**src/rtl/reservation_station_pkg.sv**
```systemverilog
`default_nettype none
// ============================================================================
// Module   : reservation_station_pkg
// Purpose  : Shared types and constants for the issue-queue reservation
//            station: the default physical tag / payload widths (shared with
//            rename and ROB) and the per-entry storage record.
// Ports    : none (package)
// Revision : 1.0 - initial release
// ============================================================================
package reservation_station_pkg;

  // Physical register tag width, shared with rename and ROB.
  localparam int RS_TAG_W     = 6;
  // Opaque uop payload width (opcode, dest tag, imm, ROB index).
  localparam int RS_PAYLOAD_W = 64;

  // One issue-queue slot.
  typedef struct packed {
    logic                    valid;
    logic [RS_TAG_W-1:0]     src1_tag;
    logic [RS_TAG_W-1:0]     src2_tag;
    logic                    src1_rdy;
    logic                    src2_rdy;
    logic [RS_PAYLOAD_W-1:0] payload;
  } rs_entry_s;

endpackage
`default_nettype wire

```
**src/rtl/reservation_station_age_select.sv**
```systemverilog
`default_nettype none
// ============================================================================
// Module   : rs_age_select
// Purpose  : Age matrix for the reservation station plus the oldest-ready
//            one-hot picker. age_q[i][j]=1 means entry i is older than j.
// Ports    : clk, rst_n          - clock, async active-low reset
//            valid_vec           - registered entry valid bits
//            alloc0_oh/alloc1_oh - entries written by dispatch slot 0 / 1
//            free_oh             - entry retired by issue this cycle
//            cand                - valid entries with both sources ready
//            grant               - one-hot oldest candidate
// Revision : 1.0 - initial release
// ============================================================================
module rs_age_select #(
  parameter int DEPTH = 8
) (
  input  logic             clk,
  input  logic             rst_n,
  input  logic [DEPTH-1:0] valid_vec,
  input  logic [DEPTH-1:0] alloc0_oh,
  input  logic [DEPTH-1:0] alloc1_oh,
  input  logic [DEPTH-1:0] free_oh,
  input  logic [DEPTH-1:0] cand,
  output logic [DEPTH-1:0] grant
);

  logic [DEPTH-1:0] age_q [DEPTH];
  logic [DEPTH-1:0] age_d [DEPTH];
  logic [DEPTH-1:0] new_oh;
  logic [DEPTH-1:0] keep_vec;
  logic [DEPTH-1:0] blocked;

  // A newly written row is younger than everything, except that slot 0 is
  // older than slot 1 when both land together. A newly written column is
  // younger than every entry that survives this edge. Retired rows/columns
  // are cleared so stale bits never leak into a later allocation.
  always_comb begin
    new_oh   = alloc0_oh | alloc1_oh;
    keep_vec = valid_vec & ~free_oh;
    for (int i = 0; i < DEPTH; i++) begin
      for (int j = 0; j < DEPTH; j++) begin
        age_d[i][j] = age_q[i][j];
        if (new_oh[i]) begin
          age_d[i][j] = alloc0_oh[i] & alloc1_oh[j];
        end else if (new_oh[j]) begin
          age_d[i][j] = keep_vec[i];
        end else if (free_oh[i] || free_oh[j]) begin
          age_d[i][j] = 1'b0;
        end
      end
    end
  end

  // A candidate is blocked if any other candidate is older than it.
  always_comb begin
    blocked = '0;
    for (int i = 0; i < DEPTH; i++) begin
      for (int j = 0; j < DEPTH; j++) begin
        if (cand[j] && age_q[j][i]) begin
          blocked[i] = 1'b1;
        end
      end
    end
    grant = cand & ~blocked;
  end

  always_ff @(posedge clk or negedge rst_n) begin
    if (!rst_n) begin
      for (int i = 0; i < DEPTH; i++) begin
        age_q[i] <= '0;
      end
    end else begin
      for (int i = 0; i < DEPTH; i++) begin
        age_q[i] <= age_d[i];
      end
    end
  end

endmodule
`default_nettype wire

```
**src/rtl/reservation_station.sv**
```systemverilog
`default_nettype none
// ============================================================================
// Module   : reservation_station
// Purpose  : Small issue queue. Accepts up to two dispatched uops per cycle,
//            tracks operand readiness from CDB tag broadcasts, and issues
//            the oldest fully-ready uop to one functional unit.
// Ports    : clk, rst_n                 - clock, async active-low reset
//            disp_valid[0:1]            - per-slot dispatch valid (slot 0 older)
//            disp_src{1,2}_tag/_rdy     - per-slot source tags / ready flags,
//                                         slot s in bits [s*W +: W]
//            disp_payload               - per-slot opaque payload
//            wb_valid, wb_tag           - CDB broadcasts, bus k in [k*TAG_W +: TAG_W]
//            flush                      - discard every entry
//            issue_ready                - FU accepts this cycle
//            issue_valid, issue_payload - selected uop (payload 0 when idle)
//            stalled_full               - fewer than two free entries
//            free_cnt                   - registered free-entry count
//            DEPTH must be a power of two and at least 2.
// Revision : 1.0 - initial release
// ============================================================================
module reservation_station
  import reservation_station_pkg::*;
#(
  parameter int DEPTH     = 8,
  parameter int TAG_W     = RS_TAG_W,
  parameter int PAYLOAD_W = RS_PAYLOAD_W,
  parameter int N_CDB     = 2
) (
  input  logic                   clk,
  input  logic                   rst_n,
  input  logic [0:1]             disp_valid,
  input  logic [2*TAG_W-1:0]     disp_src1_tag,
  input  logic [2*TAG_W-1:0]     disp_src2_tag,
  input  logic [1:0]             disp_src1_rdy,
  input  logic [1:0]             disp_src2_rdy,
  input  logic [2*PAYLOAD_W-1:0] disp_payload,
  input  logic [N_CDB-1:0]       wb_valid,
  input  logic [N_CDB*TAG_W-1:0] wb_tag,
  input  logic                   flush,
  input  logic                   issue_ready,
  output logic                   issue_valid,
  output logic [PAYLOAD_W-1:0]   issue_payload,
  output logic                   stalled_full,
  output logic [$clog2(DEPTH):0] free_cnt
);

  localparam int CNT_W = $clog2(DEPTH) + 1;

  rs_entry_s        ent_q [DEPTH];
  rs_entry_s        ent_d [DEPTH];
  logic [CNT_W-1:0] free_cnt_q;
  logic [CNT_W-1:0] free_cnt_d;

  logic [DEPTH-1:0]     valid_vec;
  logic [DEPTH-1:0]     free_vec;
  logic [DEPTH-1:0]     avail1_vec;
  logic [1:0]           slot_want;
  logic [DEPTH-1:0]     alloc_oh [2];
  logic                 drop;
  logic [DEPTH-1:0]     cand;
  logic [DEPTH-1:0]     grant;
  logic [DEPTH-1:0]     free_oh;
  logic                 issue_fire;
  logic [PAYLOAD_W-1:0] sel_payload;

  // True if any valid CDB carries this tag this cycle.
  function automatic logic wb_hit(input logic [N_CDB-1:0]       v,
                                  input logic [N_CDB*TAG_W-1:0] t,
                                  input logic [TAG_W-1:0]       tag);
    logic hit;
    hit = 1'b0;
    for (int k = 0; k < N_CDB; k++) begin
      if (v[k] && (t[k*TAG_W +: TAG_W] == tag)) begin
        hit = 1'b1;
      end
    end
    return hit;
  endfunction

  function automatic logic [DEPTH-1:0] lowest_one(input logic [DEPTH-1:0] v);
    return v & (~v + DEPTH'(1));
  endfunction

  // Free set comes from registered valids only: an entry issuing this cycle
  // is not handed out again until the next cycle.
  always_comb begin
    for (int i = 0; i < DEPTH; i++) begin
      valid_vec[i] = ent_q[i].valid;
    end
    free_vec    = ~valid_vec;
    slot_want   = {disp_valid[1] & ~flush, disp_valid[0] & ~flush};
    alloc_oh[0] = slot_want[0] ? lowest_one(free_vec) : '0;
    avail1_vec  = free_vec & ~alloc_oh[0];
    alloc_oh[1] = slot_want[1] ? lowest_one(avail1_vec) : '0;
    drop        = (slot_want[0] && (free_vec == '0)) ||
                  (slot_want[1] && (avail1_vec == '0));
  end

  always_comb begin
    for (int i = 0; i < DEPTH; i++) begin
      cand[i] = ent_q[i].valid & ent_q[i].src1_rdy & ent_q[i].src2_rdy;
    end
  end

  rs_age_select #(
    .DEPTH (DEPTH)
  ) u_age_select (
    .clk       (clk),
    .rst_n     (rst_n),
    .valid_vec (valid_vec),
    .alloc0_oh (alloc_oh[0]),
    .alloc1_oh (alloc_oh[1]),
    .free_oh   (free_oh),
    .cand      (cand),
    .grant     (grant)
  );

  assign issue_valid = (|cand) & ~flush;
  assign issue_fire  = issue_valid & issue_ready;
  assign free_oh     = issue_fire ? grant : '0;

  always_comb begin
    sel_payload = '0;
    for (int i = 0; i < DEPTH; i++) begin
      if (grant[i]) begin
        sel_payload = sel_payload | ent_q[i].payload;
      end
    end
  end

  assign issue_payload = issue_valid ? sel_payload : '0;

  // Entry update: wakeup, retire, allocate (with same-cycle CDB bypass),
  // and finally flush overriding everything.
  always_comb begin
    for (int i = 0; i < DEPTH; i++) begin
      ent_d[i] = ent_q[i];
      if (ent_q[i].valid) begin
        if (wb_hit(wb_valid, wb_tag, ent_q[i].src1_tag)) ent_d[i].src1_rdy = 1'b1;
        if (wb_hit(wb_valid, wb_tag, ent_q[i].src2_tag)) ent_d[i].src2_rdy = 1'b1;
      end
      if (free_oh[i]) begin
        ent_d[i].valid = 1'b0;
      end
      for (int s = 0; s < 2; s++) begin
        if (alloc_oh[s][i]) begin
          ent_d[i].valid    = 1'b1;
          ent_d[i].src1_tag = disp_src1_tag[s*TAG_W +: TAG_W];
          ent_d[i].src2_tag = disp_src2_tag[s*TAG_W +: TAG_W];
          ent_d[i].src1_rdy = disp_src1_rdy[s] |
                              wb_hit(wb_valid, wb_tag, disp_src1_tag[s*TAG_W +: TAG_W]);
          ent_d[i].src2_rdy = disp_src2_rdy[s] |
                              wb_hit(wb_valid, wb_tag, disp_src2_tag[s*TAG_W +: TAG_W]);
          ent_d[i].payload  = disp_payload[s*PAYLOAD_W +: PAYLOAD_W];
        end
      end
      if (flush) begin
        ent_d[i].valid = 1'b0;
      end
    end
  end

  // Counts only what was actually written, so a dropped overflow slot does
  // not desynchronise the count from the entry array.
  always_comb begin
    if (flush) begin
      free_cnt_d = CNT_W'(DEPTH);
    end else begin
      free_cnt_d = free_cnt_q
                 - CNT_W'(|alloc_oh[0])
                 - CNT_W'(|alloc_oh[1])
                 + CNT_W'(issue_fire);
    end
  end

  assign free_cnt     = free_cnt_q;
  assign stalled_full = (free_cnt_q < CNT_W'(2));

  always_ff @(posedge clk or negedge rst_n) begin
    if (!rst_n) begin
      for (int i = 0; i < DEPTH; i++) begin
        ent_q[i] <= '0;
      end
      free_cnt_q <= CNT_W'(DEPTH);
    end else begin
      for (int i = 0; i < DEPTH; i++) begin
        ent_q[i] <= ent_d[i];
      end
      free_cnt_q <= free_cnt_d;
    end
  end

`ifndef SYNTHESIS
  // Dispatching past a full queue drops the overflowing slot.
  a_no_dispatch_overflow: assert property (
    @(posedge clk) disable iff (!rst_n) !drop
  );
`endif

endmodule
`default_nettype wire

```
**config.mk**
```make
export PLATFORM = sky130hd
export DESIGN_NAME = reservation_station
export DESIGN_NICKNAME = d
export VERILOG_FILES = /design/src/rtl/reservation_station_pkg.sv /design/src/rtl/reservation_station_age_select.sv /design/src/rtl/reservation_station.sv
export SDC_FILE = /design/constraint.sdc
export NUM_CORES = 2
export LEC_CHECK = 0
export CAP_MARGIN = 20
export CORE_AREA = 3 3 357 359
export CTS_CLUSTER_SIZE = 24
export DETAILED_ROUTE_END_ITERATION = 6
export DIE_AREA = 0 0 360 362
export PLACE_DENSITY_LB_ADDON = 0.05
export SLEW_MARGIN = 20
export SYNTH_ARGS = -nofsm -noshare
export SYNTH_HDL_FRONTEND = slang
export SYNTH_SLANG_ARGS = --single-unit
```
**constraint.sdc**
```tcl
create_clock -name clk -period 4.2 [get_ports clk]
set_clock_uncertainty 0.15 [all_clocks]
set_input_delay 0.42 -clock clk [delete_from_list [all_inputs] [get_ports clk]]
set_output_delay 0.42 -clock clk [all_outputs]
set_load 0.02 [all_outputs]
```
Figure 1. Where the registers sit.
The bar under the picture is 100 um long. Other cells in gray.
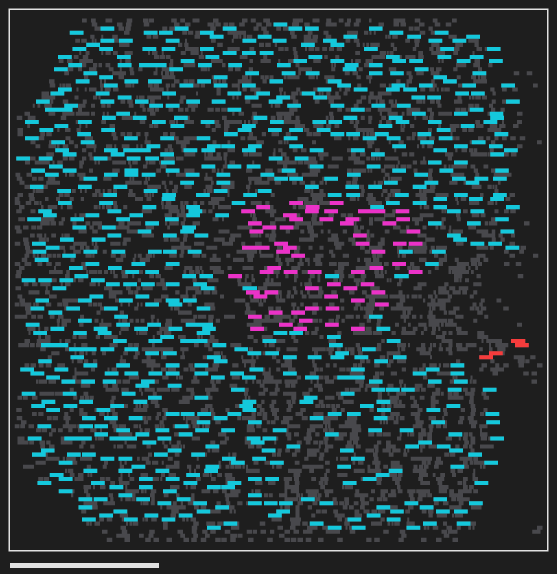
Key: magenta = u_age_select.age_q [sequential cells 64, where center]; cyan = ent_q [sequential cells 632, where all over the die]; red = free_cnt [sequential cells 4]
Post-Route Utilization: 37.1%
flop share of the area: 38.1%
power in sequential cells: 8.11 mW
Flop area: 17500 um2

Figure 2. Signal metal coverage by tile.
36 x 36 tiles, from dark blue (low) to red (high), scaled to the fullest tile. Values are wire area over tile area, all layers added.
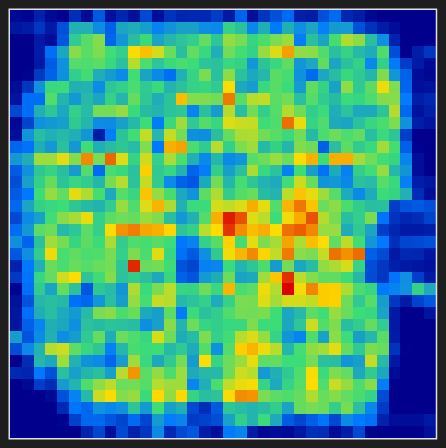
The densest ninth of the die: center. 7.1% of the tiles are nearly empty. The mean over all tiles is 0.21. The fullest tile reaches 0.51. 35% of the tiles are over half the peak.
final WL: 171000 um
Total GRT Usage: 25.6%
wire per inst: 29.7 um
Vias: 32800

Figure 3. Clock wires, drivers and flops.
The bar under the picture is 100 um long.
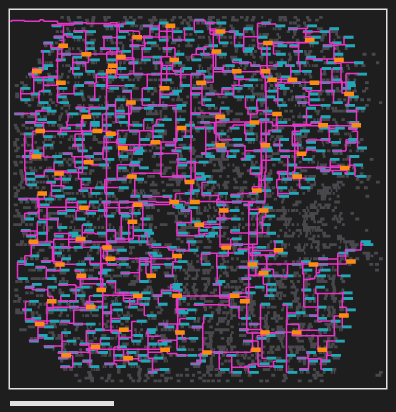
Key: magenta = clock wires [length 11900 um]; cyan = flip-flops [count 700]; orange = cells driving clock nets [count 90]
Position of the flops: all over the die.

Figure 4. Cell placement.
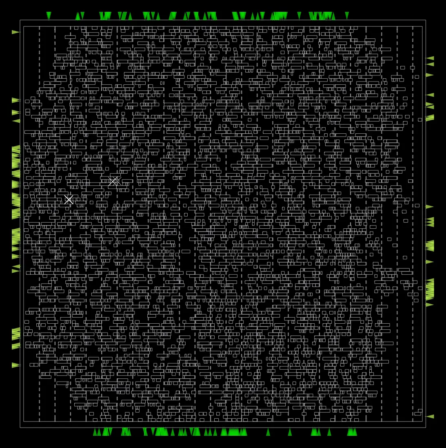
Rows: 129
Core Area: 124000 um2

Figure 5. Cell sizes after repair.
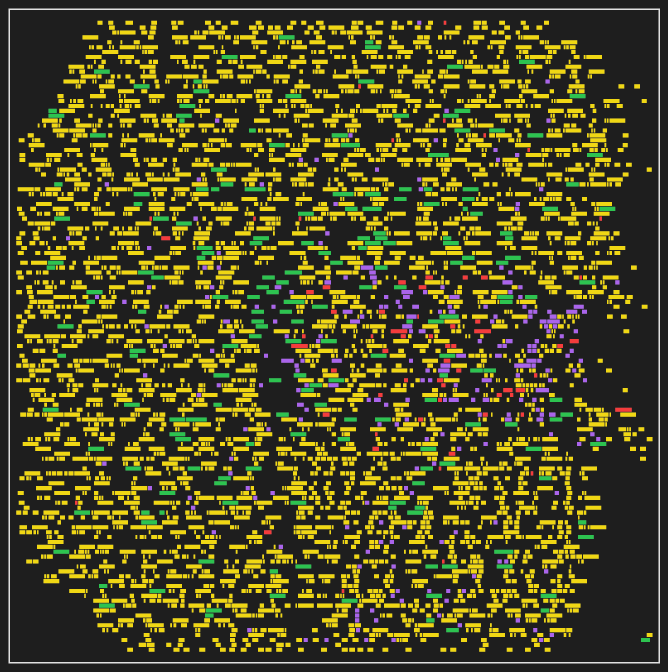
Key: yellow = drive 1 or less [cells 3608]; purple = drive 3 to 4 [cells 238]; green = drive 6 and up [cells 197]; red = drive 2 [cells 63]
Worst Slack Setup Final: 0.0894 ns
Final Instance Area: 46000 um2
Area Growth Syn to Fin: 23.1%
bufs w/o clock: 507

-- logic make-up (layout without fill, tap and decap cells) --
kind of cell | count (synthesis) | count (layout)
simple gates | 950 | 951
other cells | 0 | 4
fa+ha+maj | 12 | 12
mux | 231 | 231
flops | 700 | 700
buf+inv | 652 | 838
compound gates | 1130 | 1130
xor+xnor | 244 | 244
-- power groups by stage --
stage	logic [mW]	registers, mW	clock network [mW]
5_1_grt	2.93	8.19	8.46
2_1_floorplan	1.61	8.05	0
3_5_place_dp	2.65	8.21	0
4_1_cts	2.68	8.10	8.20
6_report	2.66	8.11	8.01
3_3_place_gp	2.63	8.22	0
-- metrics by stage --
stage	hold WS (ns)	instance area [um2]	utilization [%]	total power [mW]
global route	0.308	46000	37.1	19.6
floorplan	-0.0256	37400	-	9.66
detailed placement	0.307	42500	34.3	10.9
finish	0.255	46000	37.1	18.8
CTS	0.262	46000	37.0	19.0
global placement	0.301	42500	34.3	10.9
-- registers in the layout (all words and copies together), names as in the netlist --
name,cells
ent_q,632
free_cnt,4
u_age_select.age_q,64
-- layout make-up --
| type | count | area, um2 | area share, % |
|---|---|---|---|
| diodes | 4 | 10.0 | 0.0218 |
| inverters | 164 | 616 | 1.34 |
| well taps | 1637 | 2050 | 4.45 |
| repair buffers | 507 | 5310 | 11.5 |
| flip-flops and latches | 700 | 17500 | 38.1 |
| clock buffers | 139 | 2750 | 5.97 |
| clock inverters | 28 | 283 | 0.614 |
| multi-input cells | 2568 | 17500 | 38.0 |
-- repair_timing --
action	in CTS	in global routing
setup endpoints to repair	64	17
gates resized	72	18
hold endpoints to repair	62	0
hold buffers	1	0
pin swaps	7	1
setup buffers	17	0
gates cloned	6	0
-- cell usage in the layout (no fill, tap or decap), types with 44 or more instances in the layout --
cell type,n
dfrtp_1,696
nand2_1,645
a22oi_1,370
mux2i_1,228
buf_4,194
clkdlybuf4s50_1,182
inv_1,163
o21ai_0,162
a222oi_1,152
xnor2_1,130
xor2_1,114
nor2_1,101
a21oi_1,95
clkbuf_16,92
a22o_1,73
a221oi_1,71
a31oi_1,68
nand4_1,60
buf_12,60
dlygate4sd2_1,44
-- worst min-delay path by stage --
| stage | cells after the start | slack (ns) | startpoint | endpoint |
|---|---|---|---|---|
| floorplan | 0 | -0.03 | rst_n | ent_q[0]$_DFFE_PN0N_ |
| CTS | 2 | 0.26 | rst_n | ent_q[153]$_DFFE_PN0N_ |
| global route | 2 | 0.31 | rst_n | ent_q[153]$_DFFE_PN0N_ |
| global placement | 2 | 0.30 | ent_q[292]$_DFFE_PN0N_ | ent_q[292]$_DFFE_PN0N_ |
| finish | 2 | 0.26 | rst_n | ent_q[153]$_DFFE_PN0N_ |
| detailed placement | 2 | 0.31 | ent_q[276]$_DFFE_PN0N_ | ent_q[276]$_DFFE_PN0N_ |
-- per-layer routing --
layer,vias to the layer above,global-route usage (%)
li1,14400,-
met5,-,0
met4,0,6.42
met1,17000,36.0
met3,214,3.59
met2,1199,41.6
==> results.cfg <==
; yosys + openroad results
[worst_setup_path]
cp.arrival_ns = 3.54
worstSetupEndpointType = output port
reg2regPathDepth = 13
crit_path_max_fanout = 14
start_kind = flip-flop
crit_family = buffers and inverters
r2r_start = ent_q[473]$_DFFE_PN0P_
cp_cell_sequence = and3_2, buf_4, a22oi_1, and4_4, buf_16, buf_12, a221oi_1, a31oi_1, clkdlybuf4s50_1
critPathRequiredTime_ns = 3.63
path_class = reg2out

[routing]
top_layer_used = met4
ant_nets = 0
drc = 7

[clock_tree]
cts_tree = done
path_clk_slew_ns = 0.07
root_buffer = clkbuf_16
clockBufferDepth = 3
cts.sinks = 700

[pwr]
pwr-share-seq_pct = 43.2
intPower_mw = 13.4
combinationalPowerShare_pct = 14.2
power_frac_clock_pct = 42.6
sw_frac_of_total_pct = 28.5

[logic_synthesis]
syn_area_um2 = 37400
common_cells = dfrtp_1, nand2_1, a22oi_1, clkbuf_1, mux2i_1
synth-compound-area-share_pct = 22.8
yosysWarningCount = 0
synth_cell_type_count = 81
ys_sh_xor_pct = 5.72
syn_area_per_cell_um2 = 9.54
syn-instance-count = 3919
top_cell_area_share_pct = 46.8
synthTopCellsByArea = dfrtp_1, a22oi_1, nand2_1
syn_nets = 4102

[global_routing]
grt-ovfl-total = 0
grt_max_degree = 101
antenna_found_initial = 3
grt_pass1_wl_um = 248000

[status]
violations = DRC
outcome = complete, but fails checks

[final_timing]
slew_viol_final = 0
setup_viol = 0
finalClockPeriodUsage_pct = 97.9
period_needed_ns = 4.11
final-hold-violation-count = 0

[placement]
hpwl_um = 100000
place_inst = 5552

[final_layout]
fin_cells = 5747
final_nets = 4214
fillers = 12500

[floorplan]
ioPinCount = 246
fp.dieW_um = 360
fp_util_pct = 30.1

[run]
warnings = 33
drv_cap = 0
Power is estimated from default activity; no workload was simulated.
